--- src/rtl/dma_bus_arbiter.sv ---
// DMA bus arbiter: turns a device interrupt into a begin_dma command, runs the br/bg
// handshake against CPU memory activity, and signals completion. Optional watchdog: DMA_ARB_WATCHDOG_EN.
module dma_bus_arbiter #(
  parameter int                   WORD_SIZE   = 16,
  parameter int                   DMA_LENGTH  = 12,
  parameter logic [WORD_SIZE-1:0] DMA_TARGET  = 16'h01F4,
  parameter int                   WDOG_CYCLES = 64
) (
  input  logic                 clk,
  input  logic                 reset,
  input  logic                 dev_irq,
  input  logic                 cpu_mem_busy,
  input  logic                 br,
  output logic                 begin_dma,
  output logic [WORD_SIZE-1:0] length,
  output logic [WORD_SIZE-1:0] target_address,
  output logic                 bg,
  output logic                 cpu_stall,
  output logic                 dma_end_irq,
  output logic                 dma_error,
  output logic [WORD_SIZE-1:0] busy_cycles
);

  typedef enum logic [2:0] {
    S_IDLE    = 3'd0,
    S_START   = 3'd1,
    S_WAIT_BR = 3'd2,
    S_GRANTED = 3'd3,
    S_DONE    = 3'd4
  } state_t;

  state_t                 r_state;
  state_t                 w_next;
  logic                   r_pending;
  logic [WORD_SIZE-1:0]   r_grant_cnt;
  logic                   r_begin_dma;
  logic                   r_bg;
  logic                   r_cpu_stall;
  logic                   r_end_irq;
  logic [WORD_SIZE-1:0]   r_busy_cycles;

  logic                   w_grant;
  logic                   w_release;
  logic                   w_abort;
  logic                   w_begin_nxt;
  logic                   w_bg_nxt;
  logic                   w_end_nxt;

  if (WDOG_CYCLES < 1) begin : g_wdog_param_chk
    $error("WDOG_CYCLES must be at least 1");
  end

  function automatic logic [WORD_SIZE-1:0] sat_inc(input logic [WORD_SIZE-1:0] v);
    return (&v) ? v : v + WORD_SIZE'(1);
  endfunction

  // The CPU's in-flight memory access always completes before the bus is handed over.
  assign w_grant   = (r_state == S_WAIT_BR) && br && !cpu_mem_busy;
  assign w_release = (r_state == S_GRANTED) && !br;

`ifdef DMA_ARB_WATCHDOG_EN
  localparam int WDOG_W = $clog2(WDOG_CYCLES + 1);

  logic [WDOG_W-1:0] r_wdog;
  logic              r_dma_error;
  logic              w_wdog_hit;

  // A normal grant or release on the same edge wins over the timeout.
  assign w_wdog_hit = (r_wdog == WDOG_W'(WDOG_CYCLES - 1));
  assign w_abort    = w_wdog_hit &&
                      (((r_state == S_WAIT_BR) && !w_grant) ||
                       ((r_state == S_GRANTED) && !w_release));

  always_ff @(posedge clk or posedge reset) begin
    if (reset) begin
      r_wdog      <= '0;
      r_dma_error <= 1'b0;
    end else begin
      r_dma_error <= w_abort;
      if (w_grant || w_abort ||
          ((r_state != S_WAIT_BR) && (r_state != S_GRANTED)))
        r_wdog <= '0;
      else
        r_wdog <= r_wdog + WDOG_W'(1);
    end
  end

  assign dma_error = r_dma_error;
`else
  assign w_abort   = 1'b0;
  assign dma_error = 1'b0;
`endif

  always_ff @(posedge clk or posedge reset) begin
    if (reset) r_state <= S_IDLE;
    else       r_state <= w_next;
  end

  always_comb begin
    w_next = r_state;
    case (r_state)
      S_IDLE:    if (dev_irq || r_pending) w_next = S_START;
      S_START:   w_next = S_WAIT_BR;
      S_WAIT_BR: begin
        if (w_abort)      w_next = S_IDLE;
        else if (w_grant) w_next = S_GRANTED;
      end
      S_GRANTED: begin
        if (w_release)    w_next = S_DONE;
        else if (w_abort) w_next = S_IDLE;
      end
      S_DONE:    w_next = S_IDLE;
      default:   w_next = S_IDLE;
    endcase
  end

  always_comb begin
    w_begin_nxt = (w_next == S_START);
    w_bg_nxt    = (w_next == S_GRANTED);
    w_end_nxt   = (w_next == S_DONE);
  end

  always_ff @(posedge clk or posedge reset) begin
    if (reset) begin
      r_begin_dma <= 1'b0;
      r_bg        <= 1'b0;
      r_cpu_stall <= 1'b0;
      r_end_irq   <= 1'b0;
    end else begin
      r_begin_dma <= w_begin_nxt;
      r_bg        <= w_bg_nxt;
      r_cpu_stall <= w_bg_nxt;
      r_end_irq   <= w_end_nxt;
    end
  end

  // One queued request at most; IDLE consumes it on the edge that launches START.
  always_ff @(posedge clk or posedge reset) begin
    if (reset)                  r_pending <= 1'b0;
    else if (r_state == S_IDLE) r_pending <= 1'b0;
    else if (dev_irq)           r_pending <= 1'b1;
  end

  always_ff @(posedge clk or posedge reset) begin
    if (reset) begin
      r_grant_cnt   <= '0;
      r_busy_cycles <= '0;
    end else begin
      if (w_grant)
        r_grant_cnt <= '0;
      else if (r_state == S_GRANTED)
        r_grant_cnt <= sat_inc(r_grant_cnt);
      if (w_release)
        r_busy_cycles <= sat_inc(r_grant_cnt);
      else if (w_abort)
        r_busy_cycles <= '0;
    end
  end

  assign begin_dma      = r_begin_dma;
  assign bg             = r_bg;
  assign cpu_stall      = r_cpu_stall;
  assign dma_end_irq    = r_end_irq;
  assign busy_cycles    = r_busy_cycles;
  assign length         = WORD_SIZE'(DMA_LENGTH);
  assign target_address = DMA_TARGET;

endmodule

--- config.mk ---
export PLATFORM = sky130hd
export DESIGN_NAME = dma_bus_arbiter
export DESIGN_NICKNAME = d
export VERILOG_FILES = /design/src/rtl/dma_bus_arbiter.sv
export SDC_FILE = /design/constraint.sdc
export NUM_CORES = 1
export LEC_CHECK = 0
export CORE_UTILIZATION = 30
export CTS_CLUSTER_SIZE = 20
export DETAILED_ROUTE_END_ITERATION = 16
export PLACE_DENSITY = 0.6
export SETUP_SLACK_MARGIN = 0.1
export SLEW_MARGIN = 20
export SYNTH_ARGS = -nofsm -noshare
export SYNTH_HDL_FRONTEND = slang
export SYNTH_SLANG_ARGS = --single-unit
--- constraint.sdc ---
create_clock -name clk -period 1.95 [get_ports clk]
set_input_delay 0.195 -clock clk [delete_from_list [all_inputs] [get_ports clk]]
set_output_delay 0.195 -clock clk [all_outputs]
set_load 0.01 [all_outputs]
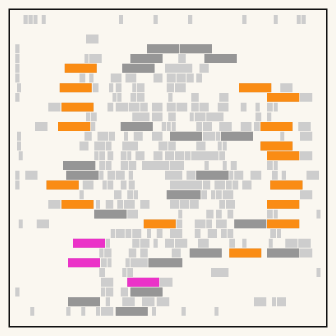
Run 1: where the registers sit
Other sequential cells in the stronger grey, the rest of the logic in the fainter grey.
name in the netlist	colour	sequential cells
`r_state`	magenta	3
`busy_cycles`	orange	16
Final Util: 37.67%
fraction of area in registers: 36.00%
Seq power: 0.00126 W
Reg area: 978.4 um^2

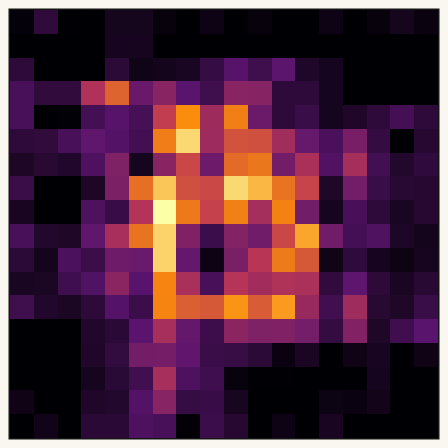
Run 1: wire density map
The die is cut into 18 by 18 equal tiles; black is low, pale yellow is high, scaled to the fullest tile. Values are wire area over tile area, all layers added.
densest ninth of the die	middle
mean over tiles	0.093
nearly empty tiles	24%
fullest tile	0.46
Vias: 1,751
final wirelength: 4625 um
wire per inst: 11.89 um
GRT Total Usage: 13.55%

==> impl_metrics.yaml, run 1 <==
# synthesis and place-and-route metrics
status:
  status: "complete, no violations"
global_route:
  grt_max_degree: 40
  grt_overflow_total: 0
drt:
  antenna_left: 0
  drc: 0
  vias_per_cell: 4.501
  first_pass_iters: 4
  drt_iter0_markers: 104
final_timing:
  finalSetupTns_ps: 0
  finalHoldViolCount: 0
  rsz0062_at_grt: "true"
  finalMaxSlewViolations: 0
  slew-limit-headroom_pct: 66.25
  worstMarginPinSlew_ps: 505.1
  whs_ps: 327.8
  max_freq_ghz: 0.5472
power_and_ir_drop:
  vdd.ir_drop.worst_mv: 0.3274
  power_density_nw_per_um2: 1185
  p_sw_w: 0.001199
  power.share.sequential_pct: 39.2
  p_leak_nw: 1.201
  powerComb_w: 0.00146
  swShare_pct: 37.22
  internal_power_w: 0.002023
synthesis:
  synth_top_cell_by_area: "dfrtp_1"
  synthMuxAreaShare_pct: 0.4474
  flop_cell: "dfrtp_1"
  synth_area_um2: 2237
  synthCells: 247
  avgSynthCellArea_um2: 9.057
  yosysTopAreaCellShare_pct: 43.62
  logic_family: "simple AND/OR/NAND/NOR gates"
  yosys-top-cells-area: "dfrtp_1 44%, buf_4 11%, nand2_1 3.9%"
  yosys-stat-cells: 247
  synth_warnings: 0
  ys_area_um2: 2237
  edf_count: 0
clock_tree:
  cts_buffers: 5
  cts.clk_slew.worst_paths_ps: 70
  post-cts-setup-buffers: 2
  post_cts_resized: 2
  clk_latency_ps: 290
floorplan:
  die_h_um: 88.36
  io_pins: 58
layout:
  stdcell_area_um2: 2718
  final_nets: 297
  antennaDiodeCount: 0
placement:
  routabilityCongestion: 0.8683
  dpl.hpwl_um: 3311
  placed_area_um2: 2603
  io_buffer_count: 24
critical_path:
  r2r-start: "r_grant_cnt[1]$_DFFE_PP0P_"
  crit_fanout: 4
  crit_family: "simple AND/OR/NAND/NOR gates"
  path_buffers: 2
  end_kind: "flop"
  critPathLaunch: "r_grant_cnt[1]$_DFFE_PP0P_"
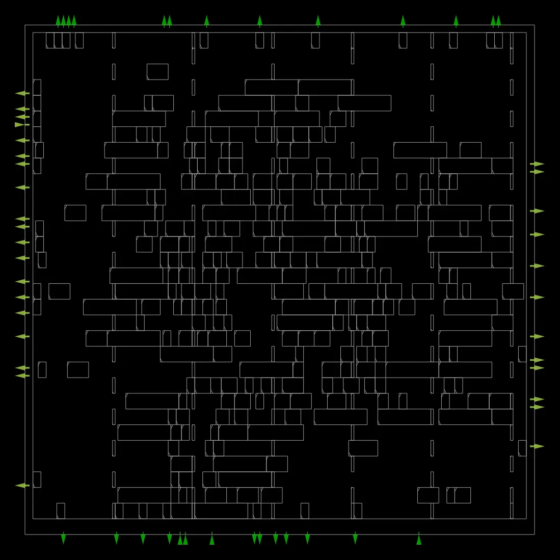
Run 1: placement view
Row Count: 31
# fillers: 759
Finished Layout Cells: 389

## run 1: final timing paths
check                                              end  cells past startpoint
setup / recovery           r_grant_cnt[11]$_DFFE_PP0P_                      8
hold / removal                   dma_end_irq$_DFF_PP0_                      3
setup reg to reg           r_grant_cnt[11]$_DFFE_PP0P_                      8
hold reg to reg                   r_state[1]$_DFF_PP0_                      1
max in group asynchronous   r_grant_cnt[0]$_DFFE_PP0P_                      3
min in group clk                  r_state[1]$_DFF_PP0_                      1
## run 1: per-stage QoR
stage / worst slack (ps) / instances
floorplan: 135.8 / 278
global placement: 90.08 / 380
detailed placement: 2.075 / 380
CTS: 47.71 / 388
global route: 33.33 / 389
finish: 122.4 / 389
## run 1: registers in the layout (all words and copies together), names as in the netlist
name         count
busy_cycles     16
dma_end_irq      1
cpu_stall        1
r_grant_cnt     16
r_pending        1
begin_dma        1
r_state          3
## run 1: layer usage
layer / global-route usage (%) / part of all wire (%)
met1: 17.80 / 49
met2: 21.05 / 45
met3: 4.198 / 4.4
met4: 4.839 / 1.2
met5: 0 / 0
## run 1: worst min-delay path, cell delays in order
cell	delay (ps)
clkdlybuf4s50_1	390
inv_1	50
buf_4	420
## run 1: cell type report
class	instances	area [um^2]
fill	759	4497
timing repair buffer	52	450.4
tap	99	123.9
inverter	7	26.28
multi-input combinational	186	1066
sequential	39	978.4
clock buffer	6	72.57
## run 1: cells in the mapped netlist (2+ instances only)
cell type  number
a41oi_1         2
clkbuf_1        3
and4_1          2
nand2b_1        2
dfrtp_1        39
o21ai_1         9
and3_1          3
nor3_1          5
buf_2           7
nand2_1        23
nor4_1          2
nor2b_1         3
a31oi_1         9
inv_1           7
xor2_1          5
o22ai_1         2
xnor2_1         6
nand3_1        12
o21a_1          2
o21ai_0        12
conb_1          2
nand4_1         2
nor2_1         20
buf_4          34
a21oi_1        11
==> inputs of run 2 (changes only) <==
--- a/config.mk
+++ b/config.mk
@@ -5,10 +5,10 @@
 export SDC_FILE = /design/constraint.sdc
 export NUM_CORES = 1
 export LEC_CHECK = 0
-export CORE_UTILIZATION = 30
+export CORE_UTILIZATION = 28
 export CTS_CLUSTER_SIZE = 20
 export DETAILED_ROUTE_END_ITERATION = 16
-export PLACE_DENSITY = 0.6
+export PLACE_DENSITY = 0.57
 export SETUP_SLACK_MARGIN = 0.1
 export SLEW_MARGIN = 20
 export SYNTH_ARGS = -nofsm -noshare
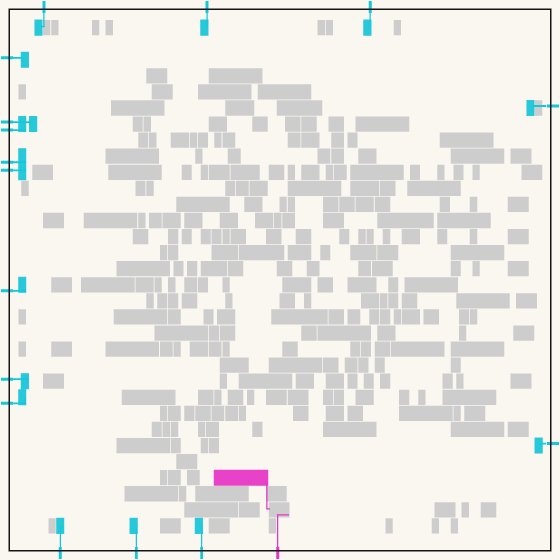
Run 2: port wiring
port	colour	bits	direction	end cells	wire
`bg`	magenta	1	output	1	12.3 um
`length`	cyan	16	output	16	42.3 um
I/O Buffers: 24
I/O pin cnt: 58

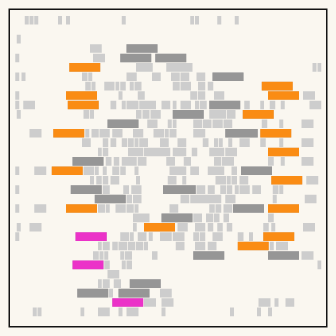
Run 2: where the registers sit
Other sequential cells in the stronger grey, the rest of the logic in the fainter grey.
name in the netlist	colour	sequential cells
`r_state`	magenta	3
`busy_cycles`	orange	16
not coloured	20
fraction of area in registers: 35.59%
Final Util: 35.57%

==> run 2 against run 1 <==
Net effect: clock power is 14% higher; critical endpoint unchanged; count of clock-buffer cells in the layout is 1 higher; flip-flop count did not move.
==> impl_metrics.yaml, run 2 <==
# synthesis and place-and-route metrics
status:
  status: "complete, no violations"
layout:
  area_growth_pct: 22.87
  antennaDiodeCount: 0
  top_area_cell_class: "combinational gates"
  final_nets: 297
  ff_count: 39
  flop_area_um2: 978.4
  n_all_buffers: 52
  n_all_inverters: 7
  final.fill_count: 811
  comb_area_um2: 1075
  stdcell_area_um2: 2749
  clk_share_pct: 3.323
  sh_comb_area_pct: 39.10
  clkbuf_count: 7
  nMultiInputCombCells: 186
  buf_share_pct: 16.39
  stdcell_count: 394
power_and_ir_drop:
  power.share.sequential_pct: 38.1
  p_sw_w: 0.001230
  internal_power_w: 0.002072
  vdd.ir_drop.worst_mv: 0.3926
  power_density_nw_per_um2: 1201
  swShare_pct: 37.25
  p_leak_nw: 1.212
synthesis:
  flop_cell: "dfrtp_1"
  synth_area_um2: 2237
  yosys-top-cells-area: "dfrtp_1 44%, buf_4 11%, nand2_1 3.9%"
  most_common_cell: "dfrtp_1"
  yosys-stat-cells: 247
  common_cells: "39 x dfrtp_1, 34 x buf_4, 23 x nand2_1"
  synthCells: 247
  synth_top_cell_by_area: "dfrtp_1"
  yosysTopAreaCellShare_pct: 43.62
  edf_count: 0
drt:
  wl_um: 4643
  drt_iter0_markers: 71
  antenna_left: 0
  drc: 0
  wire_per_inst_um: 11.78
  vias_per_cell: 4.454
  met1Wirelength_um: 2309
  routed-wl-met2_um: 2028
  dr_wl_met3_um: 242
  first_pass_iters: 4
  vias: 1755
  highest_layer: "met4"
global_route:
  use_met2_pct: 19.24
  grt_max_degree: 40
  gr-max-usage-layer: "met2"
  track_usage_pct: 12.58
  grt_use_met3_pct: 3.769
  grt_pass1_vias: 1719
  met1_usage_pct: 16.59
  grt_overflow_total: 0
final_timing:
  finalSetupViolations: 0
  fin_crit_ps: 1746
  finalHoldViolCount: 0
  finalMaxSlewViolations: 0
  worstMarginPinSlew_ps: 601.5
  max_freq_ghz: 0.5728
  finalSetupTns_ps: 0
  whs_ps: 321.4
  setup_ws_ps: 204.3
critical_path:
  r2r_cells: 7
  cp.arrival_ps: 1920
  r2r-start: "r_grant_cnt[0]$_DFFE_PP0P_"
  critPathLaunch: "r_grant_cnt[0]$_DFFE_PP0P_"
  reg2reg_to: "r_grant_cnt[11]$_DFFE_PP0P_"
  crit_fanout: 4
  crit_end: "r_grant_cnt[11]$_DFFE_PP0P_"
  worstPathRequired_ps: 2130
  end_kind: "flop"
placement:
  place_inst: 383
  placed_area_um2: 2606
  dpl.hpwl_um: 3285
  dp_slack_ps: 34.77
  routabilityCongestion: 0.8170
floorplan:
  nWellTaps: 102
  die_h_um: 91.39
min_path:
  worstHoldPathType: "in -> async"
clock_tree:
  clk_latency_ps: 290
  cts.clk_slew.worst_paths_ps: 80
  cts_buffers: 5
-- run 2: cell count changes in the layout (fill, tap and decap cells not counted), sizes merged --
cell,change
clkinv,+1
clkbuf,+1
-- run 2: critical path, stage by stage (launching register included) --
cell and delay [ps]:
dfrtp_2 430, ha_4 160, nand4_1 100, buf_4 160
nor4_4 50, nor4_2 370, nor2_1 90, a221o_1 270
-- run 2: kinds of logic (layout without fill, tap and decap cells) --
logic type | count (synthesis) | in the layout | synth area share, %
buffers and inverters | 53 | 67 | 15.32
adders and majority gates | 1 | 1 | 0.5592
and+or+nand+nor | 81 | 81 | 18.96
other | 2 | 33 | 0.3357
xor gates and xnor gates | 11 | 11 | 4.306
AOI/OAI and AO/OA | 59 | 59 | 16.44
DFF | 39 | 39 | 43.62
muxes | 1 | 1 | 0.4474
-- run 2: worst min-delay path by stage --
stage | endpoint | slack (ps) | cells after the start
2_1_floorplan | cpu_stall$_DFF_PP0_ | 290 | 1
3_3_place_gp | r_state[1]$_DFF_PP0_ | 450 | 1
3_5_place_dp | r_state[1]$_DFF_PP0_ | 460 | 1
4_1_cts | cpu_stall$_DFF_PP0_ | 340 | 3
5_1_grt | cpu_stall$_DFF_PP0_ | 420 | 3
6_report | cpu_stall$_DFF_PP0_ | 320 | 3
-- run 2: power groups by stage --
stage          sequential [W]  combinational [W]  clock [W]
4_1_cts               0.00126            0.00148   0.000597
2_1_floorplan         0.00134           0.000775          0
3_5_place_dp          0.00128            0.00145          0
5_1_grt               0.00130            0.00165   0.000626
3_3_place_gp          0.00128            0.00144          0
6_report              0.00126            0.00147   0.000571
-- run 2: repair_timing --
action | CTS | global route
setup buffers | 3 | 0
endpoints found under the hold margin | 0 | 0
setup endpoints to repair | 11 | 11
pin swaps | 2 | 1
resized | 3 | 5
Power is estimated from default activity; no workload was simulated.
